## config.mk

```make
export PLATFORM = sky130hd
export DESIGN_NAME = glay_kernel_cu_descriptor_dispatch
export DESIGN_NICKNAME = d
export VERILOG_FILES = /design/src/rtl/glay_kernel_cu_descriptor_dispatch.sv
export SDC_FILE = /design/constraint.sdc
export NUM_CORES = 1
export LEC_CHECK = 0
export CAP_MARGIN = 0
export CORE_AREA = 2 2 426 428
export CTS_CLUSTER_SIZE = 28
export DETAILED_ROUTE_END_ITERATION = 16
export DIE_AREA = 0 0 428 430
export GPL_TIMING_DRIVEN = 0
export SLEW_MARGIN = 20
export SYNTH_ARGS = -nofsm -noshare
export SYNTH_HDL_FRONTEND = slang
export SYNTH_SLANG_ARGS = --single-unit
```

## constraint.sdc

```tcl
create_clock -name ap_clk -period 2.19 [get_ports ap_clk]
set_clock_uncertainty 0.05 [all_clocks]
set_input_delay 0.5475 -clock ap_clk [delete_from_list [all_inputs] [get_ports ap_clk]]
set_output_delay 0.5475 -clock ap_clk [all_outputs]
set_load 0.02 [all_outputs]
```

## src/rtl/glay_kernel_cu_descriptor_dispatch.sv

```systemverilog
// Descriptor dispatcher: latches a descriptor on the rising edge of the valid window,
// offers it to every graph cluster, and gathers per-cluster setup/done status.
module glay_kernel_cu_descriptor_dispatch #(
   parameter int NUM_GRAPH_CLUSTERS = 4,
   parameter int PAYLOAD_W          = 512,
   parameter int CYCLE_CNT_W        = 32
) (
   input  logic                          ap_clk,
   input  logic                          ap_rst_n,
   input  logic                          descriptor_in_valid,
   input  logic [PAYLOAD_W-1:0]          descriptor_in_payload,
   input  logic [NUM_GRAPH_CLUSTERS-1:0] cluster_setup_done_in,
   output logic [NUM_GRAPH_CLUSTERS-1:0] cluster_desc_valid_out,
   input  logic [NUM_GRAPH_CLUSTERS-1:0] cluster_desc_ready_in,
   output logic [PAYLOAD_W-1:0]          cluster_desc_payload_out,
   input  logic [NUM_GRAPH_CLUSTERS-1:0] cluster_done_in,
   output logic [NUM_GRAPH_CLUSTERS-1:0] glay_cu_setup_out,
   output logic [NUM_GRAPH_CLUSTERS-1:0] glay_cu_done_out,
   output logic [CYCLE_CNT_W-1:0]        busy_cycles_out,
   output logic [15:0]                   run_count_out
);

   typedef enum logic [2:0] {
      S_IDLE,
      S_LATCH,
      S_DISPATCH,
      S_RUN,
      S_DONE
   } state_t;

   state_t                        state_reg, state_next;
   logic                          valid_q_reg;
   logic [PAYLOAD_W-1:0]          payload_reg;
   logic [NUM_GRAPH_CLUSTERS-1:0] sent_mask_reg, sent_mask_next;
   logic [NUM_GRAPH_CLUSTERS-1:0] done_mask_reg, done_mask_next;
   logic [NUM_GRAPH_CLUSTERS-1:0] valid_out_reg, valid_out_next;
   logic [NUM_GRAPH_CLUSTERS-1:0] setup_reg;
   logic [CYCLE_CNT_W-1:0]        busy_reg, busy_next;
   logic [15:0]                   run_cnt_reg, run_cnt_next;
   logic                          latch_en;
   logic                          rise;
   logic [NUM_GRAPH_CLUSTERS-1:0] handshake;
   logic [NUM_GRAPH_CLUSTERS-1:0] done_accept;

   assign rise = descriptor_in_valid & ~valid_q_reg;

   // A done pulse only counts once the cluster's handshake is already registered,
   // so a same-cycle handshake and done pulse drops the done.
   genvar gi;
   generate
      for (gi = 0; gi < NUM_GRAPH_CLUSTERS; gi++) begin : g_cluster
         assign handshake[gi]   = valid_out_reg[gi] & cluster_desc_ready_in[gi];
         assign done_accept[gi] = cluster_done_in[gi] & sent_mask_reg[gi];
      end
   endgenerate

   always_ff @(posedge ap_clk or negedge ap_rst_n) begin
      if (!ap_rst_n) begin
         state_reg     <= S_IDLE;
         valid_q_reg   <= 1'b0;
         payload_reg   <= '0;
         sent_mask_reg <= '0;
         done_mask_reg <= '0;
         valid_out_reg <= '0;
         setup_reg     <= '1;
         busy_reg      <= '0;
         run_cnt_reg   <= '0;
      end else begin
         state_reg     <= state_next;
         valid_q_reg   <= descriptor_in_valid;
         if (latch_en) begin
            payload_reg <= descriptor_in_payload;
         end
         sent_mask_reg <= sent_mask_next;
         done_mask_reg <= done_mask_next;
         valid_out_reg <= valid_out_next;
         setup_reg     <= setup_reg & ~cluster_setup_done_in;
         busy_reg      <= busy_next;
         run_cnt_reg   <= run_cnt_next;
      end
   end

   always_comb begin
      state_next     = state_reg;
      sent_mask_next = sent_mask_reg;
      done_mask_next = done_mask_reg;
      busy_next      = busy_reg;
      run_cnt_next   = run_cnt_reg;
      latch_en       = 1'b0;

      case (state_reg)
         S_IDLE: begin
            if (rise) begin
               state_next = S_LATCH;
            end
         end
         S_LATCH: begin
            sent_mask_next = '0;
            done_mask_next = '0;
            if (!descriptor_in_valid) begin
               state_next = S_IDLE;
            end else begin
               latch_en   = 1'b1;
               busy_next  = '0;
               state_next = S_DISPATCH;
            end
         end
         S_DISPATCH, S_RUN: begin
            if (!descriptor_in_valid) begin
               state_next     = S_IDLE;
               sent_mask_next = '0;
               done_mask_next = '0;
            end else begin
               if (busy_reg != {CYCLE_CNT_W{1'b1}}) begin
                  busy_next = busy_reg + CYCLE_CNT_W'(1);
               end
               sent_mask_next = sent_mask_reg | handshake;
               done_mask_next = done_mask_reg | done_accept;
               if (state_reg == S_DISPATCH) begin
                  if (&sent_mask_next) begin
                     state_next = S_RUN;
                  end
               end else if (&done_mask_next) begin
                  state_next   = S_DONE;
                  run_cnt_next = run_cnt_reg + 16'd1;
               end
            end
         end
         S_DONE: begin
            if (!descriptor_in_valid) begin
               state_next     = S_IDLE;
               done_mask_next = '0;
            end
         end
         default: begin
            state_next = S_IDLE;
         end
      endcase

      // Offers appear only from the second DISPATCH cycle and drop after their handshake.
      valid_out_next = '0;
      if (state_reg == S_DISPATCH && state_next == S_DISPATCH) begin
         valid_out_next = ~sent_mask_next;
      end
   end

   assign cluster_desc_valid_out   = valid_out_reg;
   assign cluster_desc_payload_out = payload_reg;
   assign glay_cu_setup_out        = setup_reg;
   assign glay_cu_done_out         = done_mask_reg;
   assign busy_cycles_out          = busy_reg;
   assign run_count_out            = run_cnt_reg;

endmodule

```

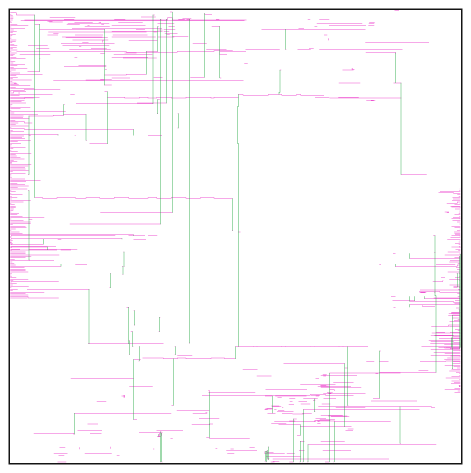
Fig. 1. Metal layers overlaid.
Only two layers are drawn.
[green] M4 | wire length: 3,310 um
[magenta] M3 | wire length: 10,800 um
via count: 22,339
WL per Instance: 23.5 um

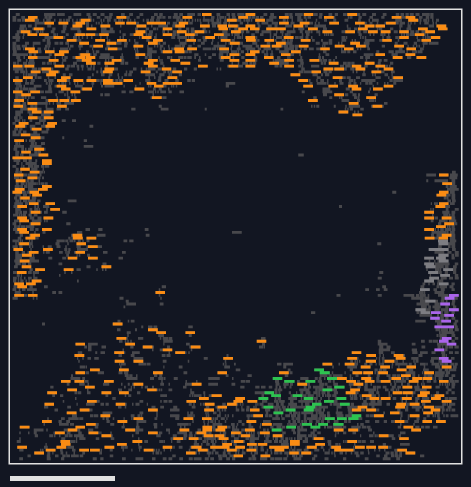
Fig. 2. Register map, names as in the netlist.
Scale bar: 100 um. Other sequential cells in the stronger gray, the rest of the logic in the fainter gray.
[green] `busy_cycles_out` | sequential cells: 32
[orange] `cluster_desc_payload_out` | sequential cells: 512 | where: all over the die
[purple] `run_count_out` | sequential cells: 16

==> results_slide.txt <==
Physical Implementation Snapshot

GRT
  – Largest net degree at the start of global routing: 89
  – Global Route Usage Sum: 15.2%
  – Initial antenna violation count: 41
  – Vias in the first global route: 22,134
  – Grt ovf: 0
  – Global-route wire length before repair: 193,000 um

Flow run
  – MaxCap Viol Count: 0

Critical path
  – CP Capture Type: flop
  – Crit path kind: reg -> reg
  – Crit path DAT: 2740 ps
  – Worst-path maximum fanout: 6
  – Crit start category: flop

Synthesis
  – Synth area leaders: dfrtp_1, nand2_1, clkbuf_1
  – Count leader, synth: nand2_1
  – Ys flops: 580
  – Unique cell types: 47
  – Main flop type after synthesis: dfrtp_1
  – Commonest cells post-synth: nand2_1, dfrtp_1, clkbuf_1, buf_2, nand3_1
  – Number of cells in Yosys stat: 2,500
  – Yosys top cell by area: dfrtp_1
  – Sequential-to-total area share from yosys stat: 64.7%
  – Floorplan Nets: 3,029
  – Flip-flops with a built-in enable: 0
  – Post-synth ARST share: 100%

Timing
  – Max-slew headroom: 60.4%
  – Period utilisation layout: 99.8%
  – Tmin final: 2180 ps
  – Final worst slack: 5.12 ps
  – Fmax: 458 MHz
  – Hold Vio Cnt, Final: 142
  – Worst Hold Slack: -165 ps
  – Setup tns final: 0 ps
  – Setup violators final: 0

Pwr
  – Max rail drop VDD: 0.692 mV
  – Logic pwr share: 37.6%
  – PwrDens: 1220 nW/um^2
  – Sw frac: 41.0%
  – Clock power frac: 27.0%
  – Design Power: 48,000 uW
  – Pleak: 0.0197 uW

Floorplan
  – Rows: 156
  – Die area: 184,000 um^2
  – Die width: 428 um
  – DIE HEIGHT: 430 um
  – Core Region: 180,000 um^2
  – I/O pin count: 1,099
  – Initial Util: 12.5%

Clocking
  – Clk_lat worst skew: 680 ps
  – CTS Hold Bufs: 4
  – CTS tree: yes
  – H-tree Lvls: 3
  – CTS clk-pin slew, worst paths: 60 ps
  – Clock Sinks: 580

Placement
  – Gp weighted congestion: 0.936
  – Final HPWL DP: 119,000 um
  – IO Port Bufs: 1,098
  – Dpl ws: -2320 ps

Layout
  – Area growth from synthesis to layout: 75.4%
  – Max reg flops: 512

Run status
  – Failing checks: negative hold slack
  – Status: finished with violations

Drt
  – Final WL: 144,000 um
  – Via density: 3.64
  – Detailed Route Iter0 Violations: 1,668

Min path
  – Hold/Removal Path Class: in -> async
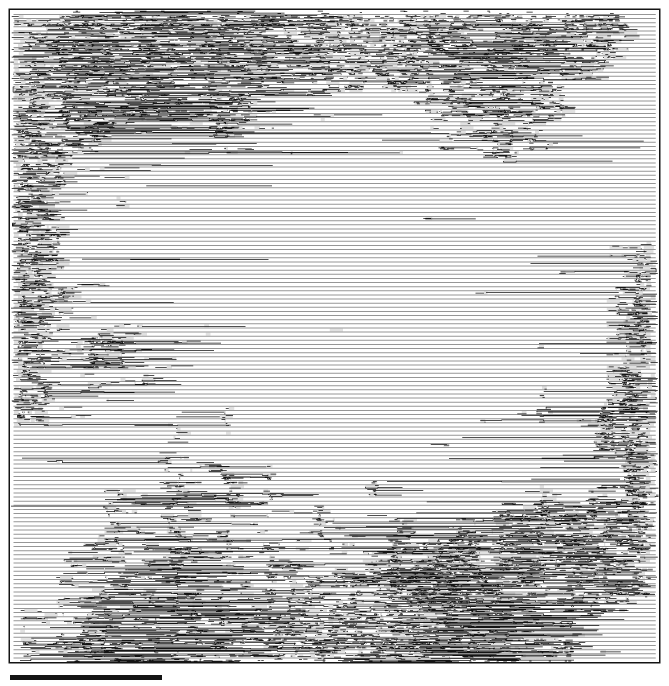
Fig. 3. Signal wires on met1.
Scale bar: 100 um. Supply wires on this layer in gray.
wire length on this layer: 59.5 mm
share of all routed wire: 41%
main direction: horizontal
nets with wire on the layer: 3,869
longest straight run: 188 um

==> path summary, 6_finish.rpt <==
path	from	endpoint	slack (ps)	cells past startpoint
max	state_reg[2]$_DFF_PN0_	busy_cycles_out[18]$_DFFE_PN0P_	5	6
min	ap_rst_n	run_count_out[9]$_DFFE_PN0P_	-160	2
max reg2reg	state_reg[2]$_DFF_PN0_	busy_cycles_out[18]$_DFFE_PN0P_	5	6
min reg2reg	cluster_desc_payload_out[507]$_DFFE_PN0P_	cluster_desc_payload_out[507]$_DFFE_PN0P_	420	2
max in group asynchronous	ap_rst_n	cluster_desc_payload_out[6]$_DFFE_PN0P_	420	6
min in group ap_clk	descriptor_in_valid	valid_q_reg$_DFF_PN0_	300	1
==> cell type report <==
cell class	count	area (um^2)	share of cell area [%]
clock buffers	106	2230	5.65
inverters	7	26.3	0.0667
flip-flops and latches	580	14500	36.9
well taps	2370	2970	7.53
multi-input cells	1785	7520	19.1
plain buffers	123	767	1.95
diodes	5	12.5	0.0318
repair buffers	1141	11000	28.0
clock inverters	28	299	0.759
==> metrics by stage <==
stage / hold WS, ps / std cells / utilization (%) / instance area, um^2
after global placement: 408 / 5968 / 20.3 / 36400
after global routing: -155 / 6144 / 21.9 / 39400
after detailed placement: 398 / 5977 / 20.4 / 36700
after floorplan: 202 / 2500 / - / 22500
final: -165 / 6145 / 21.9 / 39400
after CTS: -199 / 6129 / 21.8 / 39200
==> cell families after synthesis <==
group                      Yosys count  share of synthesized area, %
and+or+nand+nor                   1691                          29.6
DFF                                580                          64.7
buffers and inverters              135                          2.55
adders and majority gates            2                         0.111
xor gates and xnor gates            17                         0.663
AOI/OAI and AO/OA                   65                          1.98
muxes                               10                         0.451
==> critical path, cell delays in order, from the launching register on <==
cell	delay [ps]
dfrtp_2	450
nand3b_4	260
nor4_4	410
o31ai_4	180
buf_6	160
or4_4	480
a21oi_2	120
==> power by group through the flow <==
stage	combinational [uW]	clock, uW	sequential [uW]
6_report	18100	12900	17000
5_1_grt	19200	13800	17400
4_1_cts	18500	13400	16900
3_5_place_dp	20800	0	17100
3_3_place_gp	20700	0	17200
2_1_floorplan	3300	0	21300
==> repair_timing <==
item,4_1_cts,5_1_grt
endpoints found under the hold margin,37,142
gates resized,917,29
cloned,1,0
buffers inserted,15,14
pin swaps,6,10
endpoints found under the setup margin,1127,198
==> layout by cell type (no fill, tap or decap), types with 8 or more instances in the layout <==
cell type        Yosys  final
nor3_1               9      9
clkbuf_4             0     10
nand3_1             27     25
buf_16               0      8
xor2_1              11     11
dlygate4sd2_1        0    465
clkdlybuf4s15_1      0     25
buf_2               38     48
clkbuf_16            0     81
clkbuf_2             0     38
o21ai_1              8      8
buf_4                1     39
clkbuf_1            70     21
dfrtp_1            576    562
mux2i_1              9      9
dfrtp_2              0     14
clkdlybuf4s15_2      0     75
nand2_1           1564   1556
clkbuf_8             0     20
nand2b_1             8      8
clkdlybuf4s50_1      0    524
nor2_1              25     23
clkinv_2             0     12
o31ai_1             13     11
a21oi_1             22     21
==> per-layer routing <==
metal	GRT usage (%)	vias up	share of wire (%)
li1	-	10180	-
met1	19.0	11012	41
met2	25.8	938	49
met3	4.20	183	7.5
met4	3.86	26	2.3
met5	0	-	0.12
Power is estimated from default activity; no workload was simulated.
